**Run 1: cell classes on the final placement**

Bar = 20 um. Fill, decap, tap and diode cells in gray.
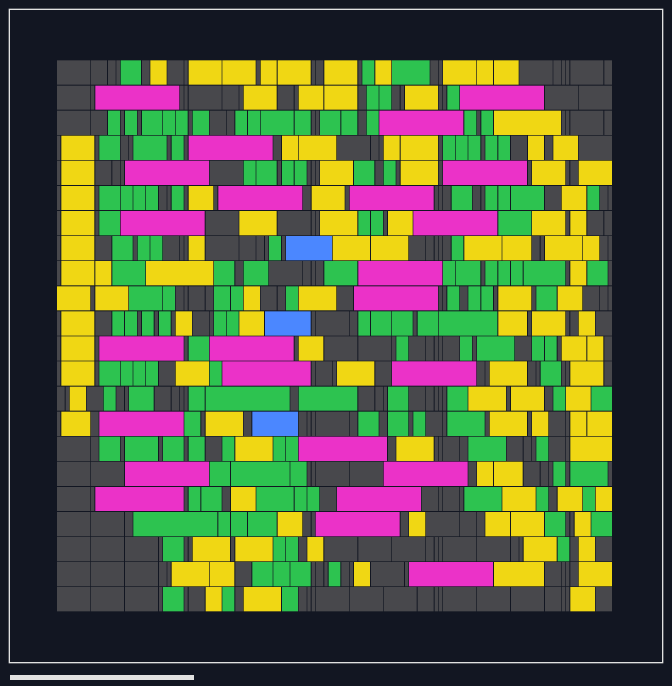
**Run 1: cell placement**

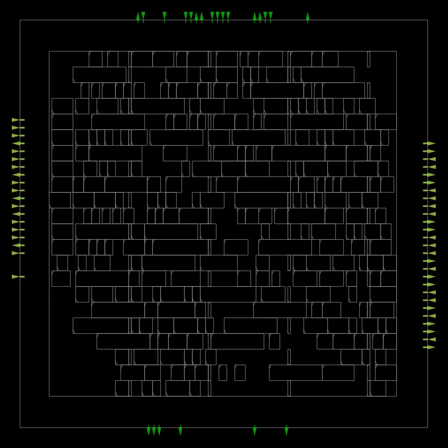
**Run 1: floorplan with the power grid**

Pins as bars on the die edge. Tap cells in gray.
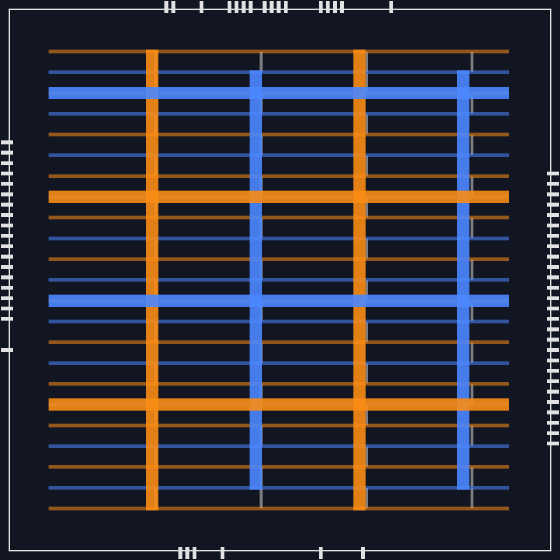
**src/rtl/ram_port_arbiter.sv**
```systemverilog
// ram_port_arbiter: round-robin sharing of a single-port RAM between the CPU
// memory path and the program loader. CPU reads return data with a valid
// pulse, a stall output holds the control unit, and loader writes are counted.
module ram_port_arbiter #(
  parameter int unsigned AW = 4,
  parameter int unsigned DW = 8
) (
  input  logic          clk,
  input  logic          clr,
  input  logic          cpu_req,
  input  logic          cpu_we,
  input  logic [AW-1:0] cpu_addr,
  input  logic [DW-1:0] cpu_wdata,
  output logic          cpu_gnt,
  output logic          cpu_rvalid,
  output logic [DW-1:0] cpu_rdata,
  output logic          cpu_stall,
  input  logic          ldr_req,
  input  logic [AW-1:0] ldr_addr,
  input  logic [DW-1:0] ldr_wdata,
  input  logic          ldr_lock,
  output logic          ldr_gnt,
  output logic [AW:0]   ldr_count,
  output logic [AW-1:0] ram_addr,
  output logic          ram_we,
  output logic [DW-1:0] ram_wdata,
  input  logic [DW-1:0] ram_rdata
);

  typedef enum logic [1:0] {
    IDLE    = 2'd0,
    GNT_CPU = 2'd1,
    RD_WAIT = 2'd2,
    GNT_LDR = 2'd3
  } state_t;

  // Loader write count saturates at the number of RAM words.
  localparam logic [AW:0] CNT_MAX = {1'b1, {AW{1'b0}}};

  state_t        state;
  state_t        state_nx;
  logic          prio_cpu;
  logic          prio_cpu_nx;
  logic          cpu_elig;
  logic          ldr_elig;
  logic [AW-1:0] ram_addr_nx;
  logic [DW-1:0] ram_wdata_nx;
  logic          ram_we_nx;
  logic [AW:0]   ldr_count_nx;

  // Load mode masks the CPU out of arbitration (in-flight accesses still finish).
  assign ldr_elig = ldr_req;
  assign cpu_elig = cpu_req & ~ldr_lock;

  // State register.
  always_ff @(posedge clk or posedge clr) begin
    if (clr) begin
      state <= IDLE;
    end else begin
      state <= state_nx;
    end
  end

  // Next-state: arbitrate in IDLE, reads take an extra cycle for RAM latency.
  always_comb begin
    state_nx = state;
    unique case (state)
      IDLE: begin
        if (ldr_elig && (!cpu_elig || !prio_cpu)) begin
          state_nx = GNT_LDR;
        end else if (cpu_elig) begin
          state_nx = GNT_CPU;
        end
      end
      GNT_CPU: state_nx = ram_we ? IDLE : RD_WAIT;
      RD_WAIT: state_nx = IDLE;
      GNT_LDR: state_nx = IDLE;
      default: state_nx = IDLE;
    endcase
  end

  // Output/datapath next values: capture the winner's access and flip priority.
  always_comb begin
    ram_addr_nx  = ram_addr;
    ram_wdata_nx = ram_wdata;
    ram_we_nx    = 1'b0;
    prio_cpu_nx  = prio_cpu;
    ldr_count_nx = ldr_count;
    if (state == IDLE && state_nx == GNT_CPU) begin
      ram_addr_nx  = cpu_addr;
      ram_wdata_nx = cpu_wdata;
      ram_we_nx    = cpu_we;
      prio_cpu_nx  = 1'b0;
    end else if (state == IDLE && state_nx == GNT_LDR) begin
      ram_addr_nx  = ldr_addr;
      ram_wdata_nx = ldr_wdata;
      ram_we_nx    = 1'b1;
      prio_cpu_nx  = 1'b1;
      if (ldr_count != CNT_MAX) begin
        ldr_count_nx = ldr_count + (AW+1)'(1);
      end
    end
  end

  // Registered outputs, RAM port and priority bit.
  always_ff @(posedge clk or posedge clr) begin
    if (clr) begin
      prio_cpu   <= 1'b0;
      ram_addr   <= '0;
      ram_wdata  <= '0;
      ram_we     <= 1'b0;
      ldr_count  <= '0;
      cpu_gnt    <= 1'b0;
      ldr_gnt    <= 1'b0;
      cpu_rvalid <= 1'b0;
    end else begin
      prio_cpu   <= prio_cpu_nx;
      ram_addr   <= ram_addr_nx;
      ram_wdata  <= ram_wdata_nx;
      ram_we     <= ram_we_nx;
      ldr_count  <= ldr_count_nx;
      cpu_gnt    <= (state_nx == GNT_CPU);
      ldr_gnt    <= (state_nx == GNT_LDR);
      cpu_rvalid <= (state_nx == RD_WAIT);
    end
  end

  // RAM read data is already one cycle late, so it is passed through while valid.
  assign cpu_rdata = cpu_rvalid ? ram_rdata : '0;

  // Stall the ring counter until the CPU access has been completed.
  assign cpu_stall = cpu_req & ~(cpu_rvalid | (cpu_gnt & cpu_we));

endmodule

```
**config.mk**
```make
export PLATFORM = sky130hd
export DESIGN_NAME = ram_port_arbiter
export DESIGN_NICKNAME = d
export VERILOG_FILES = /design/src/rtl/ram_port_arbiter.sv
export SDC_FILE = /design/constraint.sdc
export NUM_CORES = 1
export LEC_CHECK = 0
export ABC_AREA = 1
export CORE_MARGIN = 5
export CORE_UTILIZATION = 35
export DETAILED_ROUTE_END_ITERATION = 10
export GPL_TIMING_DRIVEN = 0
export PLACE_DENSITY = 0.83
export SETUP_SLACK_MARGIN = 0.5
export SLEW_MARGIN = 30
export SYNTH_ARGS = -nofsm -noshare
export SYNTH_HDL_FRONTEND = slang
export SYNTH_SLANG_ARGS = --single-unit
```
**constraint.sdc**
```tcl
create_clock -name clk -period 1.13 [get_ports clk]
set_clock_uncertainty 0.1 [all_clocks]
set_input_delay 0.339 -clock clk [delete_from_list [all_inputs] [get_ports clk]]
set_output_delay 0.339 -clock clk [all_outputs]
set_load 0.005 [all_outputs]
```
==> notes.md, run 1 <==
Notes on the physical design

After detailed routing, the total wire length is 4310 um. Per the gpl log, the routability congestion estimate is 0.756. Between the synthesized netlist and the finished layout, the area growth was recorded as 95.2%. Among all stages on the critical path, the largest delay is contributed by sky130_fd_sc_hd__dfrtp_1. The power report attributes to the sequential group a share of 0.277. The longest clock path from root to sink contains 2 buffers. The netlist area before placement is 1290 um2.

The endpoint of the worst-slack reg-to-reg timing path is ldr_count[1]$_DFFE_PP0P_. The share of cells above drive strength 1 is 0.489. The number of buffers added by the clock tree synthesis step is 3. The number of nets in the finished design is 326. The remaining number of nets flagged by the antenna check after routing is 0. The mean instance size in the synthesized netlist is 7.21 um2. The worst-skew pair later-pin latency is 0.26 ns. Across all setup checks in the final design, the least slack found is -0.465 ns.

Max-cap violations in this run came to 0. Along the worst path, the maximum fanout reaches 8. Counting cells, the worst reg-to-reg path comes to 7. Port buffering added 67 buffers. The number of synthesized register bits is 24.

The flow ran to the end, but the final reports show violations. The number of antenna violations at the first check in global routing is 0. CTS built an H-tree with a depth of 1.

The first global-routing pass estimated 6550 um of wire. The final routed wire length divided by cell count is 13.0 um. The number of vias after detailed routing is 1501. Per the timing report, the achievable frequency comes out to 627 MHz. The via-per-instance ratio is 4.52.

The count of routing violations after the opening detailed-route iteration is 30. The met2 usage is 0.277. The number of failing hold endpoints at the final stage is 0. Looking at area per cell type in the netlist, the leader is sky130_fd_sc_hd__dfrtp_1. The worst register-to-register path begins at state[1]$_DFF_PP0_. The data arrival time of the worst path is 1.16 ns.

The required time at the worst endpoint is listed as 0.69 ns. Total power normalized to cell area comes to 2150 nW/um2. In this run the static leakage power is 1.38 nW. The placed instance count is 294. In the global route stage, overall resource usage came out at 0.161. The clock transition at the register clock pins on the worst setup and hold paths after CTS is 0.08 ns. The pre-antenna-repair detailed-routing pass consisted of 4 iterations. The setup path with the least slack is of type flop to output pin. The post-synth count of flops with an enable pin is 0. The final timing report lists a max-slew violation count of 0. The tightest slew margin relative to the limit is 0.806. The kind of end point of the critical path is an output pin. The routed layout reports a DRC error count of 0. The share of the core area taken by cells at floorplan is 0.358. The synthesis run shows the most used standard cells to be 79 x sky130_fd_sc_hd__nand2_1, 29 x sky130_fd_sc_hd__inv_1, 24 x sky130_fd_sc_hd__dfrtp_1, 19 x sky130_fd_sc_hd__nand3_1, 5 x sky130_fd_sc_hd__inv_2. The number of nets in the synthesized netlist is 219.

The finished layout holds 332 standard cells, fillers aside. The share of the Yosys chip area taken by registers is 0.466. The root buffer selected by CTS is sky130_fd_sc_hd__clkbuf_8. The count of synthesis-stage warnings from yosys is 0. Of the available clock period, the critical path in the final layout requires 1.41.

The core utilization of the finished layout is 0.698. The setup check on the worst reg-to-reg path leaves a slack of -0.21 ns. The critical path startpoint category is a flop. The number of buffers and inverters on the critical path is 3.

Cell internal power was estimated by the tool at 3.29 mW. The layer flagged by global routing as most heavily used is met2. The diode insertion count for antenna repair is 0. Setup repair after global routing could not meet its margin everywhere. The share of the synthesized area in the top cell type is 0.466. In the post-synthesis netlist, the biggest area contributors are sky130_fd_sc_hd__dfrtp_1 47%, sky130_fd_sc_hd__nand2_1 23%, sky130_fd_sc_hd__inv_1 8.4%. The analysis attributes to net switching a power of 2.13 mW.

The class of the most critical hold timing path is input port to asynchronous set/reset pin. The actual transition at the worst max-transition pin is 0.290 ns. The synthesized netlist contains 18 unique library cells. TritonCTS built the clock tree. The die is 70.7 um tall. The gate count of the mapped netlist is 179. The fraction of met1 tracks used by global routing is 0.199.

The final reports fail on setup timing. Per the OpenROAD floorplan log, the width of the die is 70.7 um. Per STA, the worst path is made up of buf_8 -> buf_6 -> a211oi_2 -> buf_2. The synthesis stats list as the most numerous cell sky130_fd_sc_hd__nand2_1.

The setup TNS is -8.56 ns. Per the synth stats, the proportion of register bits with asynchronous set or reset is 1.00. The number of buffers added to fix hold violations after cts is 0. The via count of the first global-routing pass is 1398. According to the I/O placement log, the pin count is 68. The number of setup violations in the final report is 51. The largest vdd supply drop is 1.09 mV. The post-synthesis cell count from yosys is 179. For met3 alone, demand over resource in global routing was 0.0497. Global routing finished with a remaining overflow of 0. The maximum number of pins on one net before global-route repair is 13. The switching power as a share of total power is 0.393. The OpenROAD warning count is 30.

The area of the chip is 5000 um2. Of the total power, the clock network draws 0.090. The share of total power in combinational logic is 0.633. The longest incremental delay of any stage on the critical path is reported as 0.40 ns. The clock drives 24 sinks. On the critical path the largest part of the delay comes from flip-flops. The area recorded from the Yosys report for this design is 1290 um2. In the placement report, post-DP HPWL is listed as 2520 um. The worst slack on hold paths is 0.151 ns. The final period demand of the worst path is 1.59 ns. The flip-flop cell with the highest count after synthesis is sky130_fd_sc_hd__dfrtp_1.
Notes on 'cell classes on the final placement' above:
Key: green = combinational and other logic [cells 150, share of their area 36%]; magenta = sequential cells [cells 24, share of their area 25%]; blue = clock drivers [cells 3, share of their area 1.7%]; yellow = remaining buffers and delay cells [cells 107, share of their area 38%]

Notes on 'cell placement' above:
sequential share of cell area: 0.240
number of fill cells in the layout: 294
site row count: 22
Core Box Area: 3610 um2

Notes on 'floorplan with the power grid' above:
Key: blue = VDD; orange = VSS
The core has 22 rows. 23 met1 rails follow the rows. 4 straps on met5. 4 straps on met4.

## run 1: kinds of logic (layout without fill, tap and decap cells)
group	count (synthesis)	count (layout)	synth area share
simple gates	110	110	0.367
flops	24	24	0.466
buf+inv	40	145	0.130
xor+xnor	1	1	0.00679
compound gates	2	2	0.0116
fa+ha+maj	2	2	0.0194
## run 1: routing by layer
metal | vias to the layer above | part of all wire
met2 | 60 | 0.51
met5 | - | 0
met4 | 0 | 0.0023
li1 | 740 | -
met1 | 699 | 0.39
met3 | 2 | 0.089
## run 1: what timing repair did
item                       4_1_cts  5_1_grt
setup endpoints to repair       78       54
cloned                           3        1
resized                        151       55
pin swaps                        6       24
setup buffers                   20       11
## run 1: area by class of cell
type                    count  area (um2)  area share
plain buffers               6        65.1      0.0258
repair buffers            101         875       0.347
repair inverters            1        7.51     0.00298
clock buffers               3        41.3      0.0164
multi-input cells         115         727       0.289
flip-flops and latches     24         604       0.240
inverters                  34         139      0.0551
well taps                  48        60.1      0.0238
## run 1: flip-flops by register name, indices dropped and copies added (netlist names)
name and flops:
ram_addr 4, prio_cpu 1, cpu_rvalid 1, ram_we 1, ldr_gnt 1, state 2
cpu_gnt 1, ldr_count 5, ram_wdata 8
## run 1: power groups by stage
| stage | clock (mW) | sequential (mW) | combinational [mW] |
|---|---|---|---|
| 2_1_floorplan | 0 | 1.52 | 1.15 |
| 3_3_place_gp | 0 | 1.50 | 2.26 |
| 3_5_place_dp | 0 | 1.52 | 2.30 |
| 4_1_cts | 0.500 | 1.47 | 2.70 |
| 5_1_grt | 0.536 | 1.55 | 3.78 |
| 6_report | 0.485 | 1.50 | 3.43 |
## run 1: stage by stage
| step | total power [mW] | worst slack, ns | cell area (um2) |
|---|---|---|---|
| floorplan | 2.67 | -0.0367 | 1340 |
| global placement | 3.76 | -0.935 | 2070 |
| detailed placement | 3.82 | -0.938 | 2070 |
| CTS | 4.67 | -0.512 | 2260 |
| global route | 5.86 | -0.521 | 2520 |
| finish | 5.42 | -0.465 | 2520 |
## run 1: how the worst max path moves through the flow
stage	from	end	cells after the start
2_1_floorplan	ldr_count[0]$_DFFE_PP0P_	ldr_count[3]$_DFFE_PP0P_	6
3_3_place_gp	cpu_req	cpu_stall	4
3_5_place_dp	cpu_req	cpu_stall	4
4_1_cts	cpu_rvalid$_DFF_PP0_	cpu_stall	4
5_1_grt	cpu_rvalid$_DFF_PP0_	cpu_stall	4
6_report	cpu_rvalid$_DFF_PP0_	cpu_stall	4
## run 1: layout by cell type, fill, tap and decap left out, drive strengths merged
cell and n:
nand3 22, dfrtp 24, dlygate4sd2 4, o211ai 1, nand4 2, clkbuf 5, xor2 1, inv 33
dlymetal6s2s 1, ha 2, clkdlybuf4s15 1, nor2 5, clkdlybuf4s50 32, a211oi 1, buf 67, nand2 81
clkinvlp 2
==> inputs of run 2 (changes only) <==
--- a/config.mk
+++ b/config.mk
@@ -8,11 +8,12 @@
 export ABC_AREA = 1
 export CORE_MARGIN = 5
 export CORE_UTILIZATION = 35
+export CTS_CLUSTER_SIZE = 24
 export DETAILED_ROUTE_END_ITERATION = 10
 export GPL_TIMING_DRIVEN = 0
 export PLACE_DENSITY = 0.83
 export SETUP_SLACK_MARGIN = 0.5
-export SLEW_MARGIN = 30
+export SLEW_MARGIN = 20
 export SYNTH_ARGS = -nofsm -noshare
 export SYNTH_HDL_FRONTEND = slang
 export SYNTH_SLANG_ARGS = --single-unit
**Run 2: clock network drawn from the DEF**

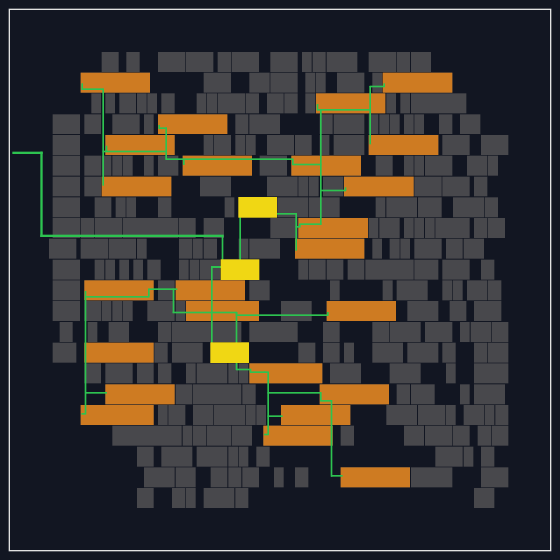
Key: yellow = clock drivers [count 3]; green = clock wires [length 265 um]; orange = flip-flops [count 24]
There are 4 routed clock nets.

**Run 2: floorplan with the power grid**

Pins as bars on the die edge. Tap cells in gray.
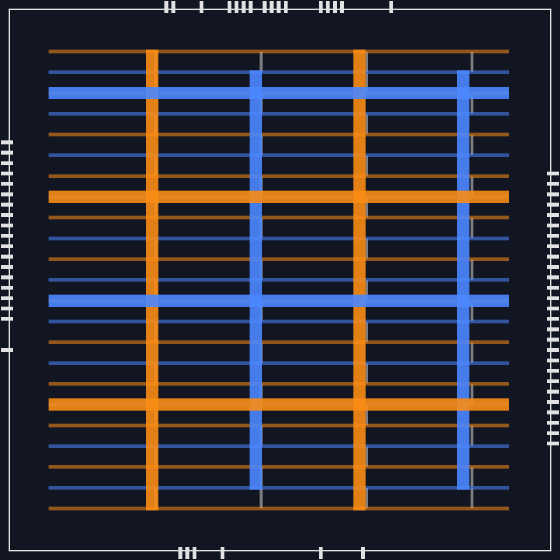
Key: blue = VDD; orange = VSS
4 straps on met5. 48 tap cells. 23 met1 rails follow the rows.
vertical die dimension: 70.7 um
IR Drop Worst-Case VDD: 1.09 mV
die width: 70.7 um

==> notes.md, run 2 <==
Notes on the physical design

The flow ran to the end, but the final reports show violations. The checks that failed: setup timing. The placed instance count is 294.

Setup slack on the critical path of the routed design comes to -0.465 ns. The diode insertion count for antenna repair is 0. The number of clock sinks is 24. In this run the deepest clock path goes through 2 buffers.

The biggest fanout along the worst timing path is 8. The number of vias after detailed routing is 1501. The overall routed net length is 4310 um. The net count of the finished layout is 326.

Leaving out fill and tap cells, the most frequent cells in the layout are 49 x sky130_fd_sc_hd__nand2_1, 32 x sky130_fd_sc_hd__clkdlybuf4s50_1, 28 x sky130_fd_sc_hd__nand2_2. For this run, the detailed router reports a per-instance via density of 4.52. The remaining number of nets flagged by the antenna check after routing is 0. Walking the worst path, the cells encountered are buf_8 -> buf_6 -> a211oi_2 -> buf_2.

The data arrival time of the worst path is 1.16 ns. The via count of the first global-routing pass is 1398. The most numerous cell in the Yosys netlist is sky130_fd_sc_hd__nand2_1. After floorplanning, the core was sized to cover 3610 um2. At the worst endpoint, the required time is 0.69 ns.

The number of cells reported by Yosys stat comes to 179. The critical path contains buffers and inverters numbering 3 combined. The library cell used most frequently in the layout, excluding fill and tap cells, is sky130_fd_sc_hd__nand2_1. The report lists the power per cell area as 2150 nW/um2. The post-synth tally of flip-flops with integrated enable is 0. The post-synthesis sequential area ratio is 0.466. The final max-slew violation count recorded for this run is 0. The core utilization at floorplan is 0.358. From synthesis to final layout, the design area changed by 95.2%.

The overflow left after global routing is 0. The start point of the critical path is cpu_rvalid$_DFF_PP0_. Counting flops per register, the top entry is ram_wdata. STA reports the tightest min-delay check as being of type input port to asynchronous set/reset pin. The number of buffers added to fix hold violations after cts is 0. The number of buffers added by the clock tree synthesis step is 3. The most used flip-flop cell after synthesis is sky130_fd_sc_hd__dfrtp_1. Grouping stages by cell kind, the critical path spends the most delay in flip-flops. The fraction of registers with async set/reset is 1.00. The largest registers in the layout are ram_wdata x8, ldr_count x5, ram_addr x4.

The maximum single-stage delay on the critical path is 0.40 ns. Yosys printed 0 warnings. The critical path startpoint category is a flop.

The logs give a warning total of 30. The first global-routing pass estimated 6550 um of wire. The maximum level of the CTS H-tree is 1.

Counting distinct cell types in the post-synthesis netlist gives 18. The worst-skew pair later-pin latency is 0.26 ns. The number of synthesized register bits is 24. The top cell type by total area after synthesis is sky130_fd_sc_hd__dfrtp_1.

The kind of end point of the critical path is an output pin. The number of I/O pins is 68. For this design the static power due to leakage is 1.38 nW. The clock transition at the register clock pins on the worst setup and hold paths after CTS is 0.08 ns. After technology mapping, the gate count stands at 179. Of the cells placed in the final design, the portion with a size suffix greater than 1 is 0.489.

The placement summary gives the final routability congestion estimate as 0.756. The tightest slew margin relative to the limit is 0.806. Yosys attributes the largest share of cell area to sky130_fd_sc_hd__dfrtp_1 47%, sky130_fd_sc_hd__nand2_1 23%, sky130_fd_sc_hd__inv_1 8.4%. The category of the most critical setup path is flop to output pin. The netlist area before placement is 1290 um2.

The flip-flop count of the largest register after layout is 8. The remaining routing DRC violations is 0. The end-of-flow timing check tallies setup violations at 51. The count of filler cells inserted in the layout is 294. Setup repair after global routing could not meet its margin everywhere.
**Run 2: cell placement**

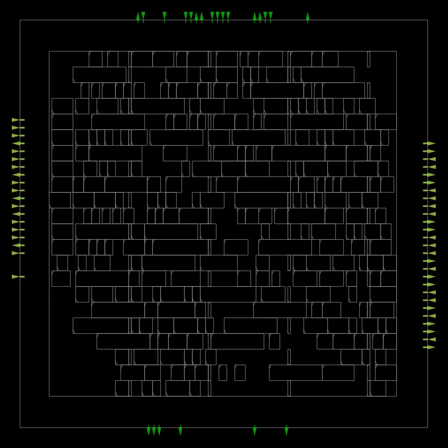
non-filler instance count after layout: 332
registers: 24
Finished Core Util: 0.698
total number of tap cells: 48

run 2: cells by family (layout without fill, tap and decap cells):
group	Yosys count	after routing	share of synthesized area
buf+inv	40	145	0.130
xor+xnor	1	1	0.00679
compound gates	2	2	0.0116
flops	24	24	0.466
simple gates	110	110	0.367
fa+ha+maj	2	2	0.0194
run 2: path summary, 6_finish.rpt:
path / to / slack [ns] / cells past startpoint
hold reg to reg: ram_wdata[7]$_DFFE_PP0P_ / 0.46 / 4
hold / removal: ram_addr[2]$_DFFE_PP0P_ / 0.15 / 2
max in group asynchronous: ram_wdata[7]$_DFFE_PP0P_ / 0.58 / 2
setup / recovery: cpu_stall / -0.46 / 4
setup reg to reg: ldr_count[1]$_DFFE_PP0P_ / -0.21 / 7
min in group clk: ram_wdata[7]$_DFFE_PP0P_ / 0.46 / 4
run 2: where the power goes:
part	internal [mW]	leakage [nW]	switching [mW]	total, mW
clock network	0.238	0.0216	0.248	0.485
registers	1.25	0.298	0.254	1.50
logic	1.80	1.06	1.63	3.43
total	3.29	1.38	2.13	5.42
run 2: layer usage:
layer  up-vias  share of wire  GRT usage
met5         -              0          0
li1        740              -          -
met3         2          0.089     0.0497
met1       699           0.39      0.199
met2        60           0.51      0.277
met4         0         0.0023     0.0313
run 2: cell type report:
| class | instances | area, um2 | share of cell area |
|---|---|---|---|
| repair buffers | 101 | 875 | 0.347 |
| multi-input cells | 115 | 727 | 0.289 |
| flip-flops and latches | 24 | 604 | 0.240 |
| inverters | 34 | 139 | 0.0551 |
| plain buffers | 6 | 65.1 | 0.0258 |
| well taps | 48 | 60.1 | 0.0238 |
| clock buffers | 3 | 41.3 | 0.0164 |
| repair inverters | 1 | 7.51 | 0.00298 |
run 2: timing repair:
item	4_1_cts	5_1_grt
gates resized	151	55
gates cloned	3	1
buffers inserted	20	11
endpoints found under the setup margin	78	54
pin swaps	6	24
run 2: stage by stage:
step / cell area, um2 / power (mW) / setup WS [ns] / hold WS [ns]
floorplan: 1340 / 2.67 / -0.0367 / 0.117
global placement: 2070 / 3.76 / -0.935 / 0.405
detailed placement: 2070 / 3.82 / -0.938 / 0.413
CTS: 2260 / 4.67 / -0.512 / 0.154
global route: 2520 / 5.86 / -0.521 / 0.175
finish: 2520 / 5.42 / -0.465 / 0.151
Power and IR drop assume default switching activity.
